**Zoomed window**

Scale bar: 20 µm. Window x 41 to 91, y 41 to 91 µm. Cells in grey, sequential cells in the stronger grey; small squares are vias.
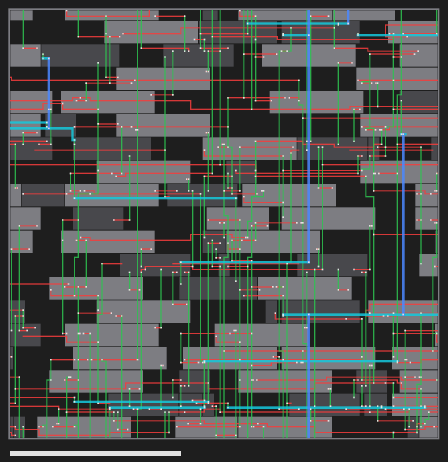
**Cells coloured by class**

Fill, decap, tap and diode cells in grey.
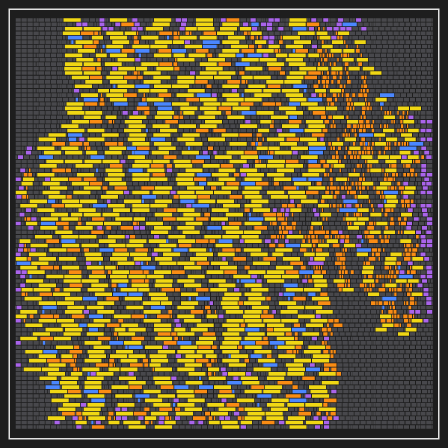
**Wiring heat map**

Scale bar: 100 µm. The die is cut into 26 by 26 equal tiles; black is low, pale yellow is high, scaled to the fullest tile. Values are wire area over tile area, all layers added.
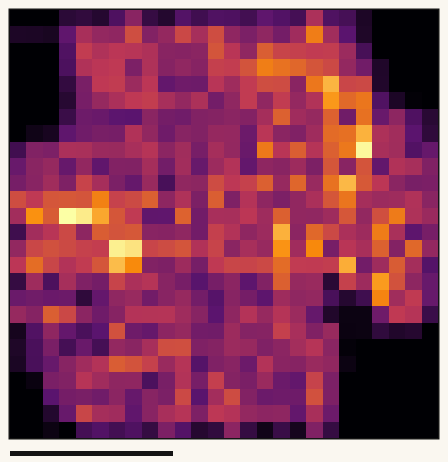
**Register map, names as in the netlist**

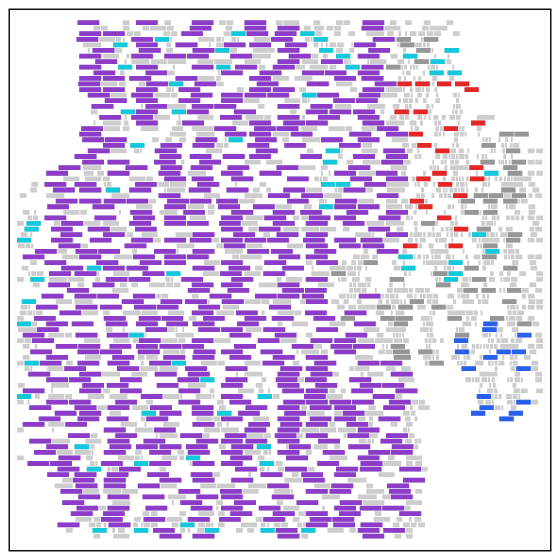
Design mwc_pkt_writer, sky130hd; sources not shown.
==> impl_metrics.ini <==
; generated from flow reports
[yosys]
ys_cells = 1710
synthFlopType = edfxtp_1
synth_warnings = 0
syn_nets = 1815
mux_area_frac = 0.141
ys_ff = 778
synth_xor_xnor_area_share = 0.00765

[timing]
max_freq_mhz = 121
grt_setup_unrepaired = no
worst_slew_pin_slew_ns = 0.911

[final_layout]
ff_count = 778
final_layout_top_logic_cells = edfxtp_1 (616), clkdlybuf4s50_1 (209), dfxtp_1 (159)
comb-cell-share = 0.214
drive_gt1_frac = 0.163
logic_gates = 825
final_cell_count_no_fill = 2864
largestClassByArea = registers
syn_to_final_growth_pct = 19.4

[placement]
dpl-instance-area_um2 = 32800

[worst_setup_path]
worstPathArrival_ns = 8.48
required_ns = 17.34
critPathMaxFanout = 87
worst-path-buf-inv = 5
critPathKind = in2reg
path_cells = clkdlybuf4s50_1, buf_4, inv_6, or3_1, nor2_4, buf_4, buf_4

[routing]
dr.pass1.iters = 5
viasPerCell = 5.55
met1_length_um = 27900
drt_iter0_drc = 1085

[floorplan]
core_um2 = 64900
die_width_um = 263
initial_core_util = 0.458
die_h_um = 263
io_pins = 214
nWellTaps = 855

[global_route]
use_met2 = 0.305
grt-ovfl-total = 0
grt_max_degree = 88

[cts]
post-cts-setup-buffers = 0
cts_sinks = 778
cts_resized = 0

[outcome]
status = complete, no violations
## Picture notes: 'zoomed window'
Key: M1 = red; M2 = green; M4 = blue; M3 = cyan
Most frequent: edfxtp_1 (30), mux4_2 (8), clkbuf_16 (6). Sequential cells in the window: 33. 62 logic cells have their middle in the window.

## Picture notes: 'cells coloured by class'
Key: clock drivers and dummy loads = blue [cells 150]; remaining logic cells = orange [cells 836]; remaining buffers and delay cells = purple [cells 239]; registers = yellow [cells 778]
Design Area, Final: 35500 µm²
Final Util: 0.547
FP Rows: 93
flop share of the area: 0.612

## Picture notes: 'wiring heat map'
The emptiest ninth of the die: bottom right. The fullest tile reaches 0.43. 21% of the tiles are over half the peak. The mean over all tiles is 0.15. 12% of the tiles are nearly empty.
drt total wl: 64900 µm
gr usage total: 0.188

## Picture notes: 'register map, names as in the netlist'
Key: fifo_mem = purple [flops 616]; mwc__stat__drop_cnt = blue [flops 16]; addr_q = red [flops 24]; mwc__mem__wr_data = cyan [flops 64, where widely spread]
Another 58 sequential cells are not coloured.
Power Sequential: 2140 µW
Sequential Area: 21800 µm²

-- worst min-delay path: cells and delay by family (launching register included) --
family | cells | cell delay, ns
AND-OR/OR-AND | 1 | 0.05
flip-flops | 1 | 0.31
AND/OR/NAND/NOR | 1 | 0.05
-- where the power goes --
group,total (µW),switching [µW],internal (µW)
clock,1750,720,1030
combinational,816,431,385
sequential,2140,45.2,2100
total,4710,1200,3510
-- kinds of logic after synthesis --
| group | after synthesis |
|---|---|
| and+or+nand+nor | 352 |
| xor gates and xnor gates | 26 |
| muxes | 236 |
| DFF | 778 |
| adders and majority gates | 14 |
| AOI/OAI and AO/OA | 197 |
| buffers and inverters | 107 |
Power figures rest on the tool's default switching activity, not on a simulated workload.
